### src/rtl/hc148_irq_controller.sv
// Eight-input interrupt controller with 74HC148 priority/cascade semantics,
// registered request capture, masking and an ack/timeout service handshake.
module hc148_irq_controller #(
    parameter bit          EDGE_MODE = 1'b1,
    parameter int unsigned TIMEOUT   = 15
) (
    input  logic       Clk,
    input  logic       Reset,
    input  logic [7:0] ReqIn_n,
    input  logic [7:0] MaskIn,
    input  logic       MaskWe,
    input  logic       EI,
    input  logic       Ack,
    output logic       Irq,
    output logic [2:0] Vector,
    output logic       GS,
    output logic       EO,
    output logic       Busy,
    output logic       Timeout
);

    localparam int unsigned N  = 8;
    localparam int unsigned VW = 3;
    localparam int unsigned CW = 8;
    localparam logic [CW:0] TO_LIM = 9'(TIMEOUT);

    typedef enum logic [1:0] {
        S_IDLE  = 2'd0,
        S_SERVE = 2'd1,
        S_GAP   = 2'd2
    } state_t;

    state_t          r_state;
    logic [N-1:0]    r_req_q;
    logic [N-1:0]    r_req_qq;
    logic [N-1:0]    r_pending;
    logic [N-1:0]    r_mask;
    logic            r_irq;
    logic [VW-1:0]   r_vector;
    logic [CW-1:0]   r_cnt;
    logic            r_timeout;

    state_t          w_state_nxt;
    logic [N-1:0]    w_set;
    logic [N-1:0]    w_clr;
    logic [N-1:0]    w_eff;
    logic            w_any;
    logic [VW-1:0]   w_enc;
    logic            w_irq_nxt;
    logic [VW-1:0]   w_vector_nxt;
    logic [CW-1:0]   w_cnt_nxt;
    logic            w_timeout_nxt;
    logic [CW:0]     w_cnt_inc;
    logic            w_expired;

    assign w_set     = EDGE_MODE ? (~r_req_q & r_req_qq) : ~r_req_q;
    assign w_eff     = r_pending & ~r_mask;
    assign w_any     = |w_eff;
    assign w_cnt_inc = {1'b0, r_cnt} + 9'd1;
    assign w_expired = (w_cnt_inc >= TO_LIM);

    // Highest set index wins; the loop runs upward so later hits override.
    always_comb begin
        w_enc = '0;
        for (int i = 0; i < N; i++) begin
            if (w_eff[i]) w_enc = 3'(i);
        end
    end

    // Only an acknowledged service clears its pending bit.
    always_comb begin
        w_clr = '0;
        if (r_state == S_SERVE && Ack) w_clr[r_vector] = 1'b1;
    end

    // Capture pipeline, pending and mask registers.
    always_ff @(posedge Clk) begin
        if (Reset) begin
            r_req_q   <= 8'hFF;
            r_req_qq  <= 8'hFF;
            r_pending <= '0;
            r_mask    <= '0;
        end else begin
            r_req_q   <= ReqIn_n;
            r_req_qq  <= r_req_q;
            r_pending <= (r_pending & ~w_clr) | w_set;
            if (MaskWe) r_mask <= MaskIn;
        end
    end

    // Service FSM state and registered outputs.
    always_ff @(posedge Clk) begin
        if (Reset) begin
            r_state   <= S_IDLE;
            r_irq     <= 1'b0;
            r_vector  <= '0;
            r_cnt     <= '0;
            r_timeout <= 1'b0;
        end else begin
            r_state   <= w_state_nxt;
            r_irq     <= w_irq_nxt;
            r_vector  <= w_vector_nxt;
            r_cnt     <= w_cnt_nxt;
            r_timeout <= w_timeout_nxt;
        end
    end

    always_comb begin
        w_state_nxt   = r_state;
        w_irq_nxt     = r_irq;
        w_vector_nxt  = r_vector;
        w_cnt_nxt     = r_cnt;
        w_timeout_nxt = 1'b0;
        case (r_state)
            S_IDLE: begin
                if (!EI && w_any) begin
                    w_vector_nxt = w_enc;
                    w_irq_nxt    = 1'b1;
                    w_cnt_nxt    = '0;
                    w_state_nxt  = S_SERVE;
                end
            end
            S_SERVE: begin
                w_cnt_nxt = w_expired ? TO_LIM[CW-1:0] : w_cnt_inc[CW-1:0];
                // Ack takes precedence over a simultaneous expiry.
                if (Ack) begin
                    w_irq_nxt   = 1'b0;
                    w_state_nxt = S_GAP;
                end else if (w_expired) begin
                    w_irq_nxt     = 1'b0;
                    w_timeout_nxt = 1'b1;
                    w_state_nxt   = S_GAP;
                end
            end
            S_GAP: begin
                w_state_nxt = S_IDLE;
            end
            default: begin
                w_state_nxt = S_IDLE;
                w_irq_nxt   = 1'b0;
            end
        endcase
    end

    assign Irq     = r_irq;
    assign Vector  = r_vector;
    assign Timeout = r_timeout;
    assign Busy    = (r_state != S_IDLE);
    assign GS      = EI | ~w_any;
    assign EO      = EI | w_any;

endmodule

### config.mk
export PLATFORM = sky130hd
export DESIGN_NAME = hc148_irq_controller
export DESIGN_NICKNAME = d
export VERILOG_FILES = /design/src/rtl/hc148_irq_controller.sv
export SDC_FILE = /design/constraint.sdc
export NUM_CORES = 1
export LEC_CHECK = 0
export ABC_CLOCK_PERIOD_IN_PS = 2400
export CAP_MARGIN = 20
export CORE_ASPECT_RATIO = 1.75
export CORE_MARGIN = 4
export CORE_UTILIZATION = 34
export DETAILED_ROUTE_END_ITERATION = 8
export SYNTH_ARGS = -nofsm -noshare
export SYNTH_HDL_FRONTEND = slang
export SYNTH_SLANG_ARGS = --single-unit
### constraint.sdc
create_clock -name Clk -period 2.4 [get_ports Clk]
set_input_delay 0.72 -clock Clk [delete_from_list [all_inputs] [get_ports Clk]]
set_output_delay 0.72 -clock Clk [all_outputs]
set_load 0.01 [all_outputs]
Figure 1. Cell area per tile.
Drawn at 4 px/µm. The die is cut into 6 by 11 equal tiles; dark blue is low, red is high, 0 to 100% covered.
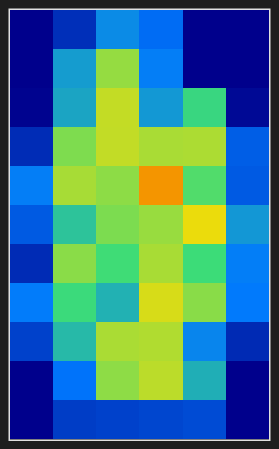
tiles over 75% full	1.5%
fullest tile	83%
mean over tiles	34%
emptiest ninth of the die	top right
densest ninth of the die	middle
nearly empty tiles	18%
final core utilization: 0.444
core area: 5540 µm²
Init Core Util: 0.346

Figure 2. Sizing map.
Drawn at 4 px/µm.
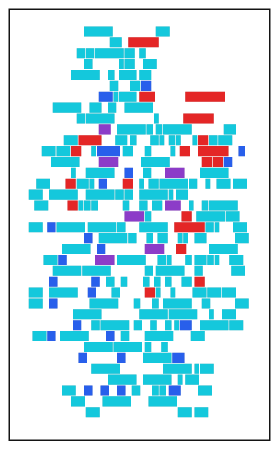
color	size	cells	most used
red	drive 3 to 4	19	buf_4
blue	drive 2	26	or2_2
cyan	drive 1 or less	181	dfxtp_1
purple	drive 6 and up	7	clkbuf_8

Figure 3. Placement view.
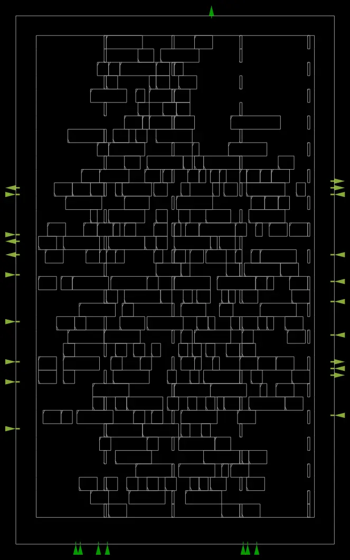
Filler Cell Count: 559
FF+latch count: 47
# Taps: 76
Non-Filler Instances: 309
sequential share of cell area: 0.383

Figure 4. I/O nets highlighted.
Drawn at 4 px/µm.
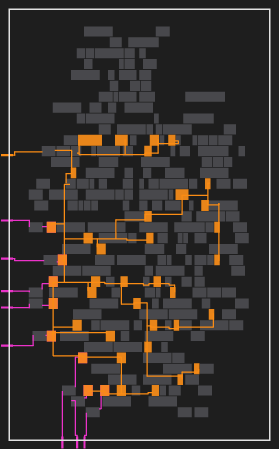
color	port	bits	direction	edge	end cells	buffers	wire
orange	`Reset`	1	input	left	40	3	355 µm
magenta	`ReqIn_n`	8	input	5 left, 3 bottom	8	8	83.8 µm

Figure 5. Metal 1.
Drawn at 6 px/µm. Supply wires on this layer in gray. Cells faint in the background.
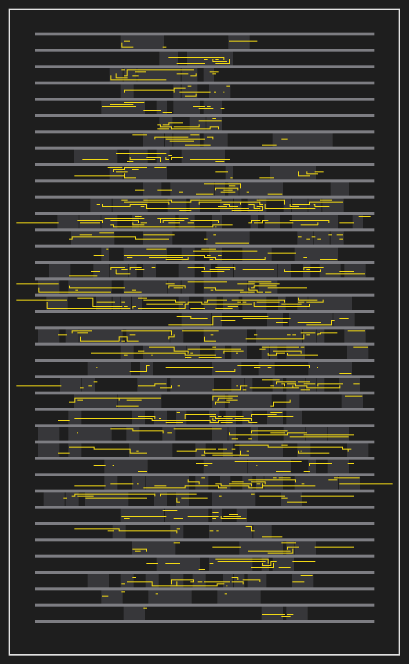
longest straight run	17.0 µm
nets with wire on the layer	228
wire length on this layer	1620 µm
share of all routed wire	44%
main direction	horizontal

-- layer usage --
metal	up-vias	track usage	wire length [µm]
li1	750	-	-
met1	645	0.146	1620
met2	32	0.199	1840
met3	2	0.0240	175
met4	0	0.0545	54
met5	-	0	0
-- state kept, by name, indices dropped and copies added, names as in the netlist --
| register | flops |
|---|---|
| Irq | 1 |
| Timeout | 1 |
| Vector | 3 |
| r_cnt | 8 |
| r_mask | 8 |
| r_pending | 8 |
| r_req_q | 8 |
| r_req_qq | 8 |
| r_state | 2 |
-- cells in the final DEF, fill, tap and decap left out, types with 2 or more instances in the layout --
master / synthesis / routed
or2b_2: 2 / 2
mux2i_1: 8 / 8
a311oi_1: 3 / 3
nand2b_1: 14 / 14
inv_1: 5 / 5
and2_1: 4 / 4
nand3_1: 3 / 3
or2_2: 19 / 19
dfxtp_1: 47 / 47
clkbuf_8: 0 / 5
nor2_1: 15 / 15
nor2b_1: 3 / 3
a31oi_1: 3 / 3
clkdlybuf4s50_1: 0 / 26
o31ai_1: 3 / 3
nor3_1: 4 / 4
nand2_1: 6 / 6
o21ai_0: 7 / 7
buf_4: 0 / 11
ha_1: 2 / 2
a21oi_1: 12 / 12
-- through the flow --
step	cells	setup TNS, ps	instance area [µm²]
CTS	309	0	2450
floorplan	192	0	1920
finish	309	0	2460
global route	309	-15.0	2460
detailed placement	301	-415	2350
global placement	301	-381	2350
-- worst max-delay path by stage --
stage / slack [ps] / to / startpoint / depth (start not counted)
2_1_floorplan: 540 / GS / r_pending[6] / 4
3_3_place_gp: -230 / GS / EI / 3
3_5_place_dp: -250 / GS / EI / 3
4_1_cts: 90 / GS / EI / 3
5_1_grt: -10 / EO / r_mask[7] / 5
6_report: 100 / GS / EI / 3
==> metrics.yaml <==
whs_ps: 437
worstPathMaxFanout: 3
cp.required_ps: 1680
comb-cell-share: 0.387
cts_buffer_depth: 2
hold_viol_final: 0
post_drt_via_cell_ratio: 4.62
comb-power_w: 0.000270
core.rowCount: 36
regArea_um2: 941
synth-xor-area-share: 0.00913
synthAdderAreaFrac: 0.0130
power_leader: "registers"
internal_power_w: 0.00119
place_hpwl_mm: 2.79
logic_gate_count: 134
grt_pass1_wl_mm: 6.54
numPortBuffers: 28
antenna_cells: 0
synth_area_leader_cell: "dfxtp_1"
ys_sh_aoi: 0.168
pg_seq_w: 0.000859
top_cell: "dfxtp_1"
min_path_type: "reg2reg"
fin_worst_skew_ps: 4.28
min_period_ps: 2300
start_kind: "primary input"
tightest_slew_ps: 494
antenna_found_initial: 0
topCombFamilyByArea: "simple AND/OR/NAND/NOR gates"
synthSimpleGateAreaFrac: 0.256
r2r_slack_ps: 470
final_nets: 255
gp_congestion: 0.791
die_w_um: 64.8
wire_per_inst_um: 12.0
clkCellAreaFrac: 0.0392
irDropWorstVdd_mv: 0.415
p_total_w: 0.00163
p_switching_w: 0.000437
yosys_area_um2: 1920
dp_slack_ps: -249
yosys.area.top_type_share: 0.491
ctsResizeCount: 6
signal_buffers: 39
clkTransAtPathRegs_ps: 90
p_clk_w: 0.000499
status: "completed"
min_to: "r_req_qq[7]"
synthArstFlopShare: 0
clkbuf_count: 5
cpLargestDelayFamily: "buffers and inverters"
synthTopCellsByCount: "dfxtp_1 (47), or2_2 (19), nor2_1 (15)"
ys_cells: 192
sw_frac_of_total: 0.268
chipArea_um2: 6950
cp-end-kind: "primary output"
ios: 29
drive_gt1_frac: 0.223
netlist_area_um2: 1920
slew_violations: 0
synth_area_per_cell_um2: 9.99
ys.flops: 47
comb_area_um2: 951
top_cells_by_area: "dfxtp_1 (49%), or2_2 (6.2%), nand2b_1 (4.6%)"
fmax_ghz: 0.434
fp_nets: 215
crit_arrival_ps: 1580
cts.sinks: 47
p_comb_frac: 0.166
grt_max_degree: 35
hold_start: "r_req_q[7]"
crit_chain: "clkdlybuf4s50_1 > or2_2 > buf_2"
rr_worst_depth: 7
cts-root-buf: "clkbuf_8"
insertion_delay_ps: 290
vias: 1429
p_clk_frac: 0.307
buf_share: 0.145
yosysWarnings: 0
postSynthSeqShare: 0.491
ant_nets: 0
routed_wl_mm: 3.69
syn2layout_area_growth_pct: 28.2
r2r_start: "r_cnt[0]"
inv_count: 5
power_frac_seq: 0.528
die.size.y_um: 107
drc: 0
relSlewSlack: 0.670
grt_remaining_overflow: 0
ctsHtreeMaxLevel: 2
firstDrtPassIters: 4
tool_warnings: 27
cts_tree: "done"
ys.flop_type: "dfxtp_1"
grt_pass1_vias: 1396
cap_viol_max_count: 0
worstHoldPathCells: 1
setup_viol: 0
largest_cell_class: "combinational gates"
cts_setup_buffers: 0
synthCells: 192
slowest_delay_ps: 430
crit_buf_inv: 2
criticalPathCategory: "in2out"
timing.final.ws_setup_ps: 95.7
cp_slowest_cell: "clkdlybuf4s50_1"
first_iter_violations: 41
synth.distinct_cells: 44
leakage_nw: 0.953
grtUsageTotal: 0.119
mux_area_frac: 0.0417
cellPowerDensity_nw_per_um2: 662
cts_buffers: 5
min_period_over_period: 0.960
edf_count: 0
holdBufCountCts: 0
r2r_end: "Irq"
